[src/rtl/wb_arbiter_pkg.sv]
// wb_arbiter_pkg: shared widths, write-back grant source encodings and JTAG
// handshake states for the write-back arbiter and its holding slots.
package wb_arbiter_pkg;

   localparam int REG_ADDR_WIDTH = 5;
   localparam int CPU_WIDTH      = 32;
   localparam int STARVE_LIMIT   = 4;

   // Source of the write granted in the current cycle.
   typedef enum logic [2:0] {
      WB_SRC_NONE,
      WB_SRC_ALU,
      WB_SRC_LSU,
      WB_SRC_DIV,
      WB_SRC_JTAG
   } wb_src_e;

   // JTAG handshake: ACK is the cycle the committed write and ack pulse are
   // on the outputs, BLANK is the following cycle in which req is ignored.
   typedef enum logic [1:0] {
      JTAG_IDLE,
      JTAG_ACK,
      JTAG_BLANK
   } jtag_state_e;

   // Only slot writes retire scoreboard entries.
   function automatic logic src_is_slot(input wb_src_e src);
      return (src == WB_SRC_LSU) || (src == WB_SRC_DIV);
   endfunction

endpackage

[src/rtl/wb_arbiter_slot.sv]
// wb_arbiter_slot: one-entry valid/ready holding register for a long-latency
// result (LSU or DIV).
//   clk, rst_n           clock, async active-low reset
//   valid, in_addr/data  producer side; captured on valid & ready
//   ready                ~full, straight from the register (no valid->ready path)
//   drain                arbiter grant; empties the slot at the edge
//   full, addr, data     held entry presented to the arbiter
module wb_arbiter_slot
   import wb_arbiter_pkg::*;
#(
   parameter int AW = REG_ADDR_WIDTH,
   parameter int DW = CPU_WIDTH
) (
   input  logic          clk,
   input  logic          rst_n,
   input  logic          valid,
   input  logic [AW-1:0] in_addr,
   input  logic [DW-1:0] in_data,
   output logic          ready,
   input  logic          drain,
   output logic          full,
   output logic [AW-1:0] addr,
   output logic [DW-1:0] data
);

   assign ready = ~full;

   // Capture only when empty and drain only when full, so the two never overlap.
   always_ff @(posedge clk or negedge rst_n) begin
      if (!rst_n) begin
         full <= 1'b0;
         addr <= '0;
         data <= '0;
      end else if (valid && !full) begin
         full <= 1'b1;
         addr <= in_addr;
         data <= in_data;
      end else if (drain) begin
         full <= 1'b0;
      end
   end

endmodule

[src/rtl/wb_arbiter.sv]
// wb_arbiter: write-back stage merging ALU, LSU, DIV and JTAG writes into the
// single register-file write port, with a RAW busy scoreboard.
//   clk, rst_n                      clock, async active-low reset
//   alu_wr_*                        single-cycle ALU result, no backpressure
//   lsu_* / div_*                   valid/ready results, one holding slot each
//   jtag_req/addr/data, jtag_ack_o  level debug write request, one-cycle ack
//   busy_set_i/addr                 decode issued a long-latency destination
//   rs1/rs2_addr_i, rs1/rs2_busy_o  hazard lookup (combinational)
//   alu_hold_o                      registered; forces a bubble to relieve starvation
//   reg_wr_en/addr/data_o           registered register-file write port
module wb_arbiter
   import wb_arbiter_pkg::*;
#(
   parameter int REG_ADDR_WIDTH = wb_arbiter_pkg::REG_ADDR_WIDTH,
   parameter int CPU_WIDTH      = wb_arbiter_pkg::CPU_WIDTH,
   parameter int STARVE_LIMIT   = wb_arbiter_pkg::STARVE_LIMIT
) (
   input  logic                      clk,
   input  logic                      rst_n,
   input  logic                      alu_wr_en_i,
   input  logic [REG_ADDR_WIDTH-1:0] alu_wr_addr_i,
   input  logic [CPU_WIDTH-1:0]      alu_wr_data_i,
   input  logic                      lsu_valid_i,
   output logic                      lsu_ready_o,
   input  logic [REG_ADDR_WIDTH-1:0] lsu_addr_i,
   input  logic [CPU_WIDTH-1:0]      lsu_data_i,
   input  logic                      div_valid_i,
   output logic                      div_ready_o,
   input  logic [REG_ADDR_WIDTH-1:0] div_addr_i,
   input  logic [CPU_WIDTH-1:0]      div_data_i,
   input  logic                      jtag_req_i,
   input  logic [REG_ADDR_WIDTH-1:0] jtag_addr_i,
   input  logic [CPU_WIDTH-1:0]      jtag_data_i,
   output logic                      jtag_ack_o,
   input  logic                      busy_set_i,
   input  logic [REG_ADDR_WIDTH-1:0] busy_set_addr_i,
   input  logic [REG_ADDR_WIDTH-1:0] rs1_addr_i,
   input  logic [REG_ADDR_WIDTH-1:0] rs2_addr_i,
   output logic                      rs1_busy_o,
   output logic                      rs2_busy_o,
   output logic                      alu_hold_o,
   output logic                      reg_wr_en_o,
   output logic [REG_ADDR_WIDTH-1:0] reg_wr_addr_o,
   output logic [CPU_WIDTH-1:0]      reg_wr_data_o
);

   localparam int CW = $clog2(STARVE_LIMIT + 1);
   localparam logic [CW-1:0] CNT_MAX = CW'(STARVE_LIMIT - 1);

   logic                      lsu_full, div_full;
   logic [REG_ADDR_WIDTH-1:0] lsu_addr, div_addr, g_addr;
   logic [CPU_WIDTH-1:0]      lsu_data, div_data, g_data;
   wb_src_e                   src;
   jtag_state_e               jtag_state;
   logic                      jtag_ok, pending, non_alu, wr_from_slot;
   logic [CW-1:0]             cnt, cnt_inc;
   logic [(1<<REG_ADDR_WIDTH)-1:0] busy;

   wb_arbiter_slot #(.AW(REG_ADDR_WIDTH), .DW(CPU_WIDTH)) u_lsu_slot (
      .clk(clk), .rst_n(rst_n), .valid(lsu_valid_i), .in_addr(lsu_addr_i),
      .in_data(lsu_data_i), .ready(lsu_ready_o), .drain(src == WB_SRC_LSU),
      .full(lsu_full), .addr(lsu_addr), .data(lsu_data)
   );

   wb_arbiter_slot #(.AW(REG_ADDR_WIDTH), .DW(CPU_WIDTH)) u_div_slot (
      .clk(clk), .rst_n(rst_n), .valid(div_valid_i), .in_addr(div_addr_i),
      .in_data(div_data_i), .ready(div_ready_o), .drain(src == WB_SRC_DIV),
      .full(div_full), .addr(div_addr), .data(div_data)
   );

   // JTAG is only eligible while idle: not in the ack cycle (req still held)
   // nor the blanking cycle that gives the requester time to drop req.
   assign jtag_ok = jtag_req_i && (jtag_state == JTAG_IDLE);
   assign pending = lsu_full || div_full || jtag_ok;

   always_comb begin
      src    = WB_SRC_NONE;
      g_addr = '0;
      g_data = '0;
      if (alu_wr_en_i) begin
         src = WB_SRC_ALU;  g_addr = alu_wr_addr_i; g_data = alu_wr_data_i;
      end else if (lsu_full) begin
         src = WB_SRC_LSU;  g_addr = lsu_addr;      g_data = lsu_data;
      end else if (div_full) begin
         src = WB_SRC_DIV;  g_addr = div_addr;      g_data = div_data;
      end else if (jtag_ok) begin
         src = WB_SRC_JTAG; g_addr = jtag_addr_i;   g_data = jtag_data_i;
      end
   end

   assign non_alu = (src != WB_SRC_NONE) && (src != WB_SRC_ALU);
   assign cnt_inc = (cnt == CNT_MAX) ? cnt : cnt + CW'(1);

   // Output register; writes to x0 still drain their source but never reach the file.
   always_ff @(posedge clk or negedge rst_n) begin
      if (!rst_n) begin
         reg_wr_en_o   <= 1'b0;
         reg_wr_addr_o <= '0;
         reg_wr_data_o <= '0;
         wr_from_slot  <= 1'b0;
      end else begin
         reg_wr_en_o   <= (src != WB_SRC_NONE) && (g_addr != '0);
         reg_wr_addr_o <= g_addr;
         reg_wr_data_o <= g_data;
         wr_from_slot  <= src_is_slot(src);
      end
   end

   // JTAG handshake; the ack lines up with the committed write on reg_wr_*.
   always_ff @(posedge clk or negedge rst_n) begin
      if (!rst_n) begin
         jtag_state <= JTAG_IDLE;
         jtag_ack_o <= 1'b0;
      end else begin
         jtag_ack_o <= 1'b0;
         case (jtag_state)
            JTAG_IDLE:
               if (src == WB_SRC_JTAG) begin
                  jtag_state <= JTAG_ACK;
                  jtag_ack_o <= 1'b1;
               end
            JTAG_ACK:   jtag_state <= JTAG_BLANK;
            default:    jtag_state <= JTAG_IDLE;
         endcase
      end
   end

   // Starvation: hold the ALU for one cycle once a request has lost
   // STARVE_LIMIT-1 times in a row; the bubble hands the grant to it.
   always_ff @(posedge clk or negedge rst_n) begin
      if (!rst_n) begin
         cnt        <= '0;
         alu_hold_o <= 1'b0;
      end else begin
         if (non_alu)      cnt <= '0;
         else if (pending) cnt <= cnt_inc;
         alu_hold_o <= pending && !non_alu && (cnt_inc == CNT_MAX);
      end
   end

   // Scoreboard: clear when a slot write is on the port (the file takes it at
   // this edge); a same-edge set for the same register is applied last and wins.
   always_ff @(posedge clk or negedge rst_n) begin
      if (!rst_n) begin
         busy <= '0;
      end else begin
         if (reg_wr_en_o && wr_from_slot) busy[reg_wr_addr_o] <= 1'b0;
         if (busy_set_i && (busy_set_addr_i != '0)) busy[busy_set_addr_i] <= 1'b1;
      end
   end

   assign rs1_busy_o = (rs1_addr_i != '0) && busy[rs1_addr_i];
   assign rs2_busy_o = (rs2_addr_i != '0) && busy[rs2_addr_i];

endmodule

[config.mk]
export PLATFORM = sky130hd
export DESIGN_NAME = wb_arbiter
export DESIGN_NICKNAME = d
export VERILOG_FILES = /design/src/rtl/wb_arbiter_pkg.sv /design/src/rtl/wb_arbiter_slot.sv /design/src/rtl/wb_arbiter.sv
export SDC_FILE = /design/constraint.sdc
export NUM_CORES = 1
export LEC_CHECK = 0
export CAP_MARGIN = 20
export CORE_MARGIN = 8
export CORE_UTILIZATION = 47
export DETAILED_ROUTE_END_ITERATION = 12
export PLACE_DENSITY_LB_ADDON = 0.2
export SLEW_MARGIN = 0
export SYNTH_ARGS = -nofsm -noshare
export SYNTH_HDL_FRONTEND = slang
export SYNTH_HIERARCHICAL = 1
export SYNTH_SLANG_ARGS = --single-unit
[constraint.sdc]
create_clock -name clk -period 1.8 [get_ports clk]
set_input_delay 0.18 -clock clk [delete_from_list [all_inputs] [get_ports clk]]
set_output_delay 0.18 -clock clk [all_outputs]
set_load 0.02 [all_outputs]
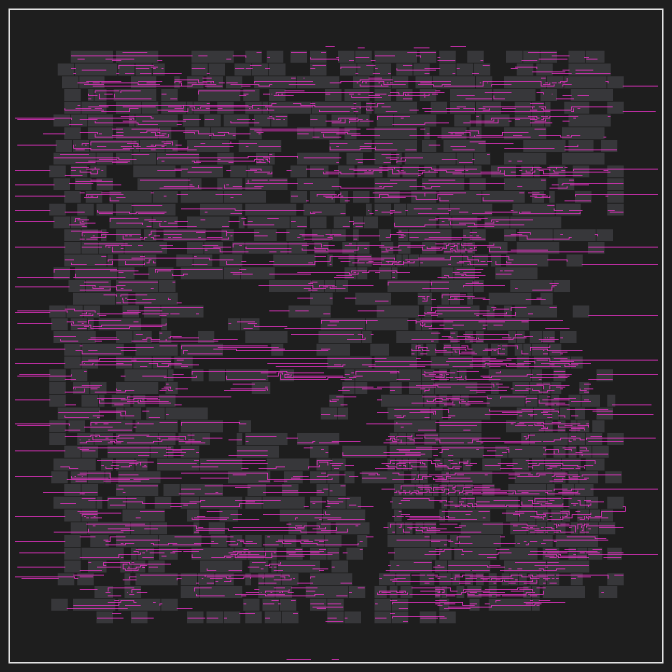
Run 1: M1 wires
main direction: horizontal
share of all routed wire: 38%
GR Util met1: 24.7%
Post-Route WL: 21300 um
via count: 5849

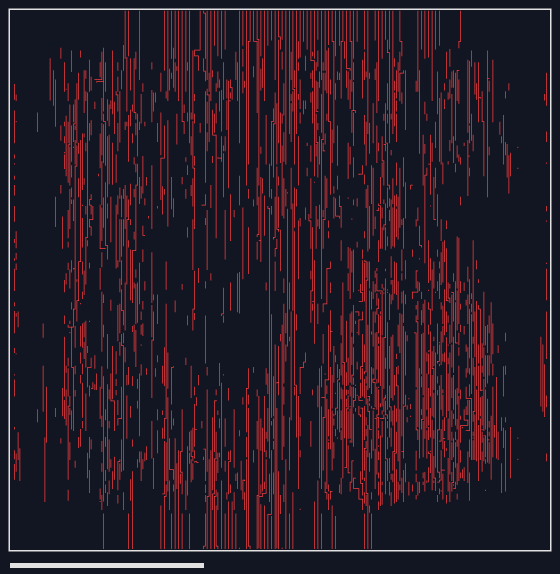
Run 1: signal wires on met2
Scale bar: 50 um.
main direction: vertical
wire length on this layer: 10800 um
met2 Use GR: 38.5%

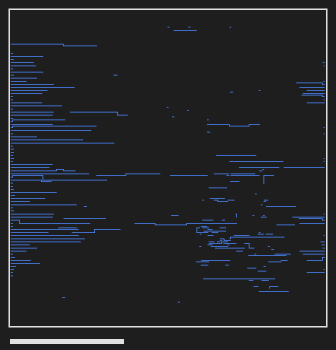
Run 1: M3 wires
Scale bar: 50 um.
share of all routed wire: 8.2%
nets with wire on the layer: 159
longest straight run: 45.3 um
GRT met3 Usage: 8.57%

==> reports/qor.yml, run 1 <==
seq_area_share_pct: 36.9
worstPathArrival_ps: 1780
async_reset_ff_share_pct: 100
clk_latency_ps: 420
synth_flops: 153
status: "finished with violations"
setup_viol: 2
wl_per_cell_um: 21.1
ys_seq_share_pct: 53.7
cp_top_family: "simple AND/OR/NAND/NOR gates"
xor_share_pct: 0.123
crit_top_cell: "buf_6"
top_layer: "met4"
buffer_area_share_pct: 25.0
postCtsSetupBuffers: 3
yosys_warnings: 6
busiest_layer: "met2"
track_usage_pct: 22.5
powerClk_w: 0.00383
rows: 45
ctsResizeCount: 22
drc: 0
finalHoldViolations: 0
combGateArea_um2: 3050
clock_tree_area_fraction_pct: 6.13
fp.dieW_um: 139
grt-ovfl-total: 0
critPathRequiredTime_ps: 1620
violations: "negative setup slack"
power_combinational_w: 0.00595
maxCapViolations: 0
diodes: 0
num_io_pins: 214
fin_ws_ps: -162
r2r-end: "reg_wr_data_o[13]"
power_frac_clock_pct: 24.1
postCtsHoldBufs: 1
worstSetupStartpoint: "busy[11]"
dpl_cell_area_um2: 9670
tightest_slew_ps: 559
Run 1, clock wiring as the flow saved it:
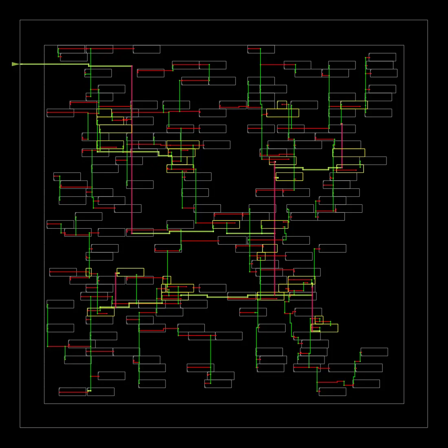

==> run 2, diff against run 1 <==
CAP_MARGIN = 30   (was 20)
CORE_ASPECT_RATIO = 2   (was default)
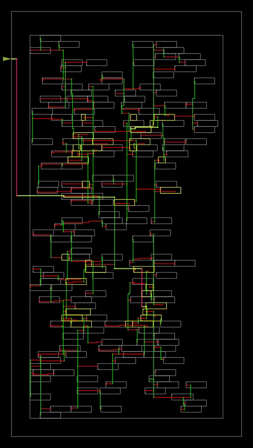
Run 2: clock wiring as the flow saved it
Clock group: 0.00346 W
Late-Pin Clk Latency: 410 ps
number of buffers created by CTS: 17
clock sinks: 153

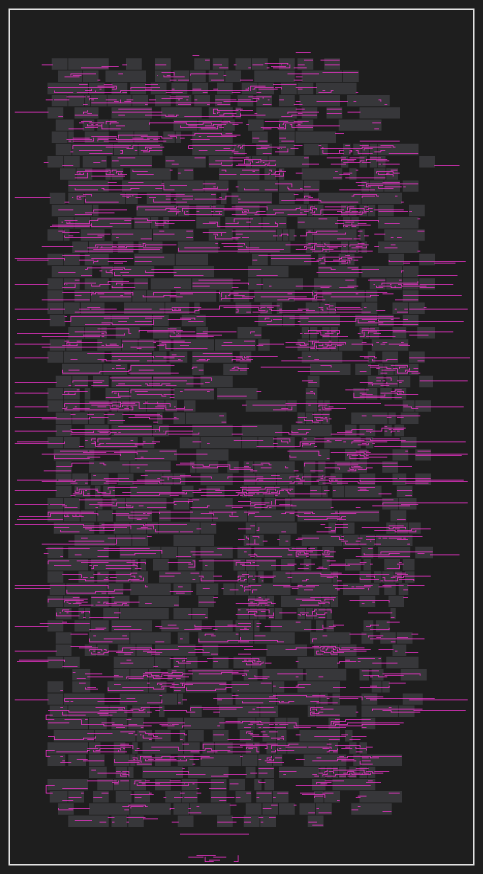
Run 2: M1 wires
longest straight run: 43.7 um
share of all routed wire: 32%
main direction: horizontal
nets with wire on the layer: 912
wire length on this layer: 7930 um
Post-Route WL: 24400 um
GR Util met1: 25.1%
via count: 5873

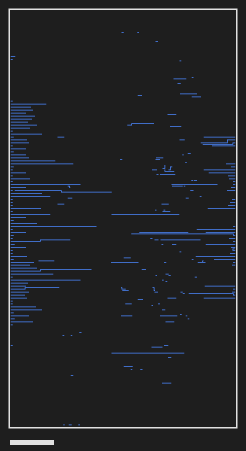
Run 2: M3 wires
Scale bar: 20 um.
nets with wire on the layer: 161
wire length on this layer: 1320 um
share of all routed wire: 5.4%
main direction: horizontal

==> run 2 against run 1 <==
The flow still finishes with violations (negative setup slack); wire length is 15% higher; sequential cell count stayed put; worst setup slack gained 31 ps; die area rose by 1.2%; critical path type unchanged; critical endpoint unchanged; largest cell class unchanged.
==> reports/qor.yml, run 2 <==
finClkSkew_ps: 11.1
buffer_area_share_pct: 25.1
top_layer: "met4"
cts_tree: "yes"
critPathRequiredTime_ps: 1620
diodes: 1
rows: 63
combGateArea_um2: 3080
postCtsSetupBuffers: 1
tightest_slew_ps: 495
num_io_pins: 214
critPathKind: "reg -> out"
fp.dieW_um: 103
finalCritPeriodShare_pct: 107
worstPathArrival_ps: 1750
status: "finished with violations"
synthTopCellsByArea: "dfrtp_1 54%, mux2_4 8.0%, mux2_2 6.0%"
dieArea_um2: 19600
cpMaxStageDelayCell: "dfrtp_2"
cp_top_family: "flip-flops"
use_met3_pct: 6.99
busiest_layer: "met2"
synth_flops: 153
wl_met3_um: 1320
clock_tree_area_fraction_pct: 5.45
cp.buffers_inverters: 1
ys_seq_share_pct: 53.7
power_combinational_w: 0.00604
violations: "negative setup slack"
port-buffer-count: 213
syn_inst: 561
postCtsHoldBufs: 1
async_reset_ff_share_pct: 100
xor_share_pct: 0.123
yosys_warnings: 6
worstSetupStartpoint: "busy[28]"
wl_per_cell_um: 24.1
grt_util_met2_pct: 47.8
power_density_nw_per_um2: 1530
track_usage_pct: 26.3
maxCapViolations: 0
dr.first_iter.drc_count: 233
dpl_cell_area_um2: 9720
grt_pass1_vias: 6798
yosys_area_um2: 7130
fin_tns_setup_ps: -261
place_congestion: 1.10
r2r-end: "reg_wr_data_o[20]"
finalHoldViolations: 0
muxShareOfSynthArea_pct: 17.9
viasPerCell: 5.78
fin_ws_ps: -131
setup_viol: 2
ctsResizeCount: 34
seq_area_share_pct: 37.1
area_growth_pct: 45.4
drc: 0
total_power_w: 0.0159
slowest_delay_ps: 450
n_all_inverters: 7
power_frac_clock_pct: 21.8
grt-ovfl-total: 0
Power is estimated from default activity; no workload was simulated.
